Figure 1. Congestion heat map.
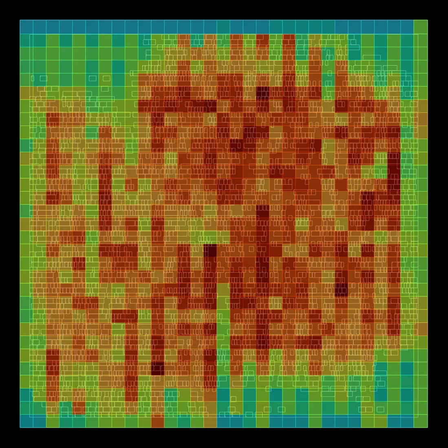
Figure 2. Met3 routing.
Drawn at 3 px/um. Cells faint in the background.
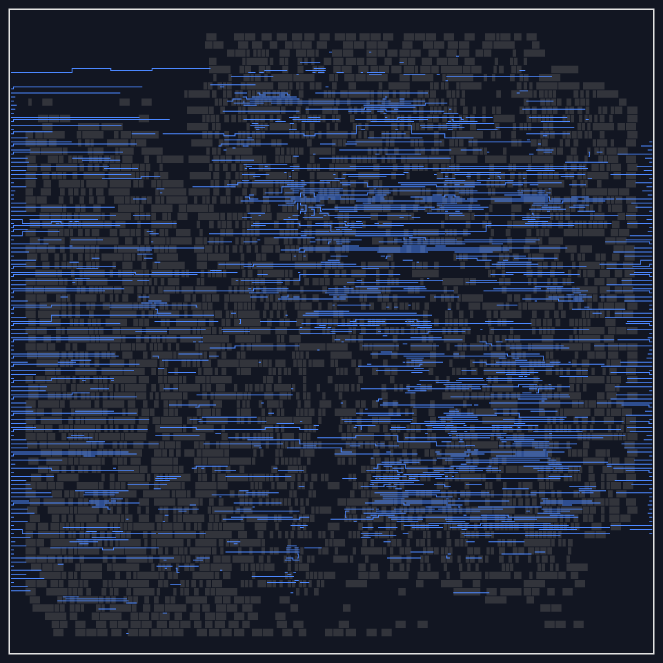
### config.mk
export PLATFORM = sky130hd
export DESIGN_NAME = rd_stage_bypass
export DESIGN_NICKNAME = d
export VERILOG_FILES = /design/src/rtl/rd_stage_bypass.sv
export SDC_FILE = /design/constraint.sdc
export NUM_CORES = 1
export LEC_CHECK = 0
export ABC_AREA = 1
export CORE_MARGIN = 5
export CORE_UTILIZATION = 45
export DETAILED_ROUTE_END_ITERATION = 16
export GPL_TIMING_DRIVEN = 0
export PLACE_DENSITY = 0.81
export SYNTH_ARGS = -nofsm -noshare
export SYNTH_HDL_FRONTEND = slang
export SYNTH_SLANG_ARGS = --single-unit
### constraint.sdc
create_clock -name clk -period 3.82 [get_ports clk]
set_input_delay 0.573 -clock clk [delete_from_list [all_inputs] [get_ports clk]]
set_output_delay 0.573 -clock clk [all_outputs]
set_load 0.03 [all_outputs]
### src/rtl/rd_stage_bypass.sv
// rd_stage_bypass -- register-read stage between decode and execute.
//
// Accepts one decoded instruction per cycle, reads up to NUM_SRC operands
// from the register file and resolves them against NUM_BYP forwarding buses.
// Held instructions (output register OR and skid register SK) keep snooping
// the forwarding buses, so parked operands never go stale. The skid entry
// makes in_rdy a pure function of state, cutting the out_rdy -> in_rdy path.
//
// Ports:
//   clk, rst                  clock, synchronous active-high reset
//   flush                     kill held and incoming instructions
//   in_valid/in_rdy           decode handshake; in_pc, in_inst payload
//   in_src_en/in_src_addr     per-source use flag and register index (5b each)
//   rf_req_en/rf_req_addr     register-file read request
//   rf_rsp_value              register-file read data (same cycle)
//   byp_valid/addr/value      forwarding buses, lowest index has priority
//   out_valid/out_rdy         execute handshake
//   out_pc/out_inst           payload of the offered instruction
//   out_src_value             resolved operands, source i at [XLEN*i +: XLEN]
module rd_stage_bypass #(
    parameter int XLEN    = 32,
    parameter int INST_W  = 32,
    parameter int NUM_SRC = 2,
    parameter int NUM_BYP = 2
) (
    input  logic                      clk,
    input  logic                      rst,
    input  logic                      flush,
    input  logic                      in_valid,
    output logic                      in_rdy,
    input  logic [XLEN-1:0]           in_pc,
    input  logic [INST_W-1:0]         in_inst,
    input  logic [NUM_SRC-1:0]        in_src_en,
    input  logic [5*NUM_SRC-1:0]      in_src_addr,
    output logic [NUM_SRC-1:0]        rf_req_en,
    output logic [5*NUM_SRC-1:0]      rf_req_addr,
    input  logic [XLEN*NUM_SRC-1:0]   rf_rsp_value,
    input  logic [NUM_BYP-1:0]        byp_valid,
    input  logic [5*NUM_BYP-1:0]      byp_addr,
    input  logic [XLEN*NUM_BYP-1:0]   byp_value,
    output logic                      out_valid,
    input  logic                      out_rdy,
    output logic [XLEN-1:0]           out_pc,
    output logic [INST_W-1:0]         out_inst,
    output logic [XLEN*NUM_SRC-1:0]   out_src_value
);

    typedef struct packed {
        logic [XLEN-1:0]                pc;
        logic [INST_W-1:0]              inst;
        logic [NUM_SRC-1:0]             en;
        logic [NUM_SRC-1:0][4:0]        addr;
        logic [NUM_SRC-1:0][XLEN-1:0]   val;
    } entry_t;

    entry_t or_q, or_d, sk_q, sk_d;
    entry_t in_e, or_s, sk_s;
    logic   or_vld_q, or_vld_d, sk_vld_q, sk_vld_d;
    logic   acc, drn;

    // Operand resolution: x0 / unused -> 0, else lowest-index bypass hit,
    // else the supplied fallback (RF data for new, stored value for held).
    function automatic logic [XLEN-1:0] resolve(
        input logic                     en,
        input logic [4:0]               a,
        input logic [XLEN-1:0]          dflt,
        input logic [NUM_BYP-1:0]       bv,
        input logic [5*NUM_BYP-1:0]     ba,
        input logic [XLEN*NUM_BYP-1:0]  bd
    );
        logic [XLEN-1:0] r;
        r = dflt;
        // Walk from the highest index down so the lowest match wins.
        for (int j = NUM_BYP - 1; j >= 0; j--) begin
            if (bv[j] && ba[5*j +: 5] == a) r = bd[XLEN*j +: XLEN];
        end
        if (!en || a == 5'd0) r = '0;
        return r;
    endfunction

    assign in_rdy        = !sk_vld_q;
    assign acc           = in_valid && in_rdy;
    assign drn           = or_vld_q && out_rdy;
    assign rf_req_addr   = in_src_addr;
    assign rf_req_en     = in_src_en & {NUM_SRC{acc && !flush && !rst}};
    assign out_valid     = or_vld_q;
    assign out_pc        = or_q.pc;
    assign out_inst      = or_q.inst;
    assign out_src_value = or_q.val;

    always_comb begin
        in_e      = '0;
        in_e.pc   = in_pc;
        in_e.inst = in_inst;
        in_e.en   = in_src_en;
        or_s      = or_q;
        sk_s      = sk_q;
        for (int i = 0; i < NUM_SRC; i++) begin
            in_e.addr[i] = in_src_addr[5*i +: 5];
            in_e.val[i]  = resolve(in_src_en[i], in_src_addr[5*i +: 5],
                                   rf_rsp_value[XLEN*i +: XLEN],
                                   byp_valid, byp_addr, byp_value);
            or_s.val[i]  = resolve(or_q.en[i], or_q.addr[i], or_q.val[i],
                                   byp_valid, byp_addr, byp_value);
            sk_s.val[i]  = resolve(sk_q.en[i], sk_q.addr[i], sk_q.val[i],
                                   byp_valid, byp_addr, byp_value);
        end
    end

    always_comb begin
        // Default: both entries hold and take the snooped operands.
        or_d     = or_s;
        sk_d     = sk_s;
        or_vld_d = or_vld_q;
        sk_vld_d = sk_vld_q;
        if (!or_vld_q || drn) begin
            if (sk_vld_q) begin
                or_d     = sk_s;
                or_vld_d = 1'b1;
                sk_vld_d = acc;
                if (acc) sk_d = in_e;
            end else begin
                or_vld_d = acc;
                if (acc) or_d = in_e;
            end
        end else if (acc) begin
            sk_d     = in_e;
            sk_vld_d = 1'b1;
        end
        if (flush) begin
            or_vld_d = 1'b0;
            sk_vld_d = 1'b0;
        end
    end

    always_ff @(posedge clk) begin
        if (rst) begin
            or_vld_q <= 1'b0;
            sk_vld_q <= 1'b0;
            or_q     <= '0;
            sk_q     <= '0;
        end else begin
            or_vld_q <= or_vld_d;
            sk_vld_q <= sk_vld_d;
            or_q     <= or_d;
            sk_q     <= sk_d;
        end
    end

endmodule

==> results_dict.tcl <==
# flow metrics
set metrics [dict create \
    cp.arrival_ns 2.51 \
    final_cell_mix "609 x nand3_1, 603 x nand2_1, 422 x nor2_1" \
    clock-sinks 282 \
    log.warning_count 26 \
    synth_area_um2 18800 \
    synthDistinctLibCells 36 \
    dpl-instance-area_um2 23000 \
    top_cell "nand3_1" \
    syn_area_per_cell_um2 6.26 \
    crit_start "in_valid" \
    min_delay_path_depth 2 \
    fillers 4042 \
    required_ns 3.25 \
    ios 363 \
    first_global_vias 21700 \
    finalSetupTns_ns 0 \
    tritoncts "done" \
    clkbuf_count 45 \
    largest_class "logic gates" \
    netlist_top_cells_count "609 x nand3_1, 603 x nand2_1, 422 x nor2_1" \
    die.size.y_um 214 \
    seq_share_pct 23.3 \
    clkLatencyLatePin_ns 0.59 \
    diodes 3 \
    power.density_nw_per_um2 346 \
    placed_cells 3889 \
    regArea_um2 5650 \
    post-route-period-util_pct 80.6 \
    hold_viol_final 0 \
    grt_antenna_before_repair 5 \
    clockBufferDepth 3 \
    portBuffers 358 \
    rrSetupSlack_ns 1.23 \
    critPathKind "in -> out" \
    viasPerCell 5.87 \
    layout-drive-gt1-share_pct 11.7 \
    path_clk_slew_ns 0.06 \
    yosys-mux-area-fraction_pct 0 \
    yosysTopAreaCellShare_pct 30.1 \
    seq_cell_count 282 \
    fin_ws_ns 0.741 \
    nonClkBufAreaFrac_pct 24.5 \
    ir_drop_uv 385 \
    dr.pass1.iters 7 \
    fp_nets 3220 \
    ctsHoldBuffers 0 \
    dp_hpwl_um 64500 \
    min_path_type "reg -> reg" \
    gr-total-overflow 0 \
    logic_gate_count 2226 \
    simple_gate_area_share_pct 44.7 \
    comb_share_pct 42.8 \
    skew_ns 0.0275 \
    ys_async_sr_fraction_pct 0 \
    finalPower_w 0.00838 \
    status "finished clean" \
    fin_crit_ns 3.08 \
    fp_util_pct 45.7 \
    rsz0062_at_grt "false" \
    synth.largest_area_cell "dfxtp_1" \
    dpl_worst_slack_ns 0.806 \
    ys_sh_adder_pct 0 \
    taps 532 \
    grt_pass1_wl_um 128000 \
    core_um2 41100 \
    postSynthSeqShare_pct 30.1 \
    die_x_um 214 \
    lay_top_count "nand3_1" \
    syn_to_final_growth_pct 28.8 \
    globalplace.congestion 1.07 \
    path_max_fanout 8 \
    p_leak_nw 10.7 \
    postSynthCellCount 2999 \
    fmax_ghz 0.325 \
    final_antenna_net_count 0 \
    ys_ff 282 \
    area_leaders "dfxtp_1 30%, nand3_1 16%, nand2_1 12%" \
    final_cell_area_um2 24200 \
    clkCellAreaFrac_pct 4.77 \
    drcViolationCount 0 \
    buffers 735 \
    num_rows 74 \
    whs_ns 0.463 \
    ys_warn_count 0 \
    grt_max_degree 15 \
    setup_viol 0 \
    yosys.area_share.aoi_pct 10.3 \
    crit_path_start_kind "input pin" \
    worst_pin_slew_ns 0.938 \
    r2r_end "out_src_value[22]" \
    edf_count 0 \
    nonClockInverterCount 114 \
    layoutNonFillerInstCount 3951 \
    crit_end "rf_req_en[1]" \
    slew_headroom_pct 37.5 \
    postCtsSetupRepairBufs 0 \
    xor_area_share_pct 0.140 \
    ys.flop_type "dfxtp_1" \
    finalNetCount 3615 \
    drt_iter0_drc 3247 \
]
-- Figure 1 (at the start) --
Tot GR Track Use: 35.4%
fin util: 58.9%
M2 GR Usage: 54.3%
M3 GR Usage: 12.2%
WL/cell: 21.9 um

-- Figure 2 (at the start) --
The longest straight run is 113 um. 636 nets have wire on it.
routed wire length: 86700 um
via count: 23200

## power breakdown
part / leakage [nW] / internal (W) / switching, W
registers: 2.29 / 0.00304 / 0.0000615
clock network: 0.573 / 0.00197 / 0.00147
logic: 7.87 / 0.000689 / 0.00115
total: 10.7 / 0.00570 / 0.00268
## worst max-delay path, cell delays in order
cell             delay (ns)
clkdlybuf4s50_1        0.55
inv_2                  0.06
nor2_4                 0.22
nand2_1                0.21
nor2_1                 0.15
clkdlybuf4s50_1        0.74
## metal layers
layer | GRT usage [%] | up-vias | wire length, um
met1 | 42.6 | 10300 | 31200
li1 | - | 10800 | -
met4 | 22.2 | 4 | 6720
met3 | 12.2 | 420 | 12000
met2 | 54.3 | 1699 | 36700
met5 | 0 | - | 25
Power figures rest on the tool's default switching activity, not on a simulated workload.
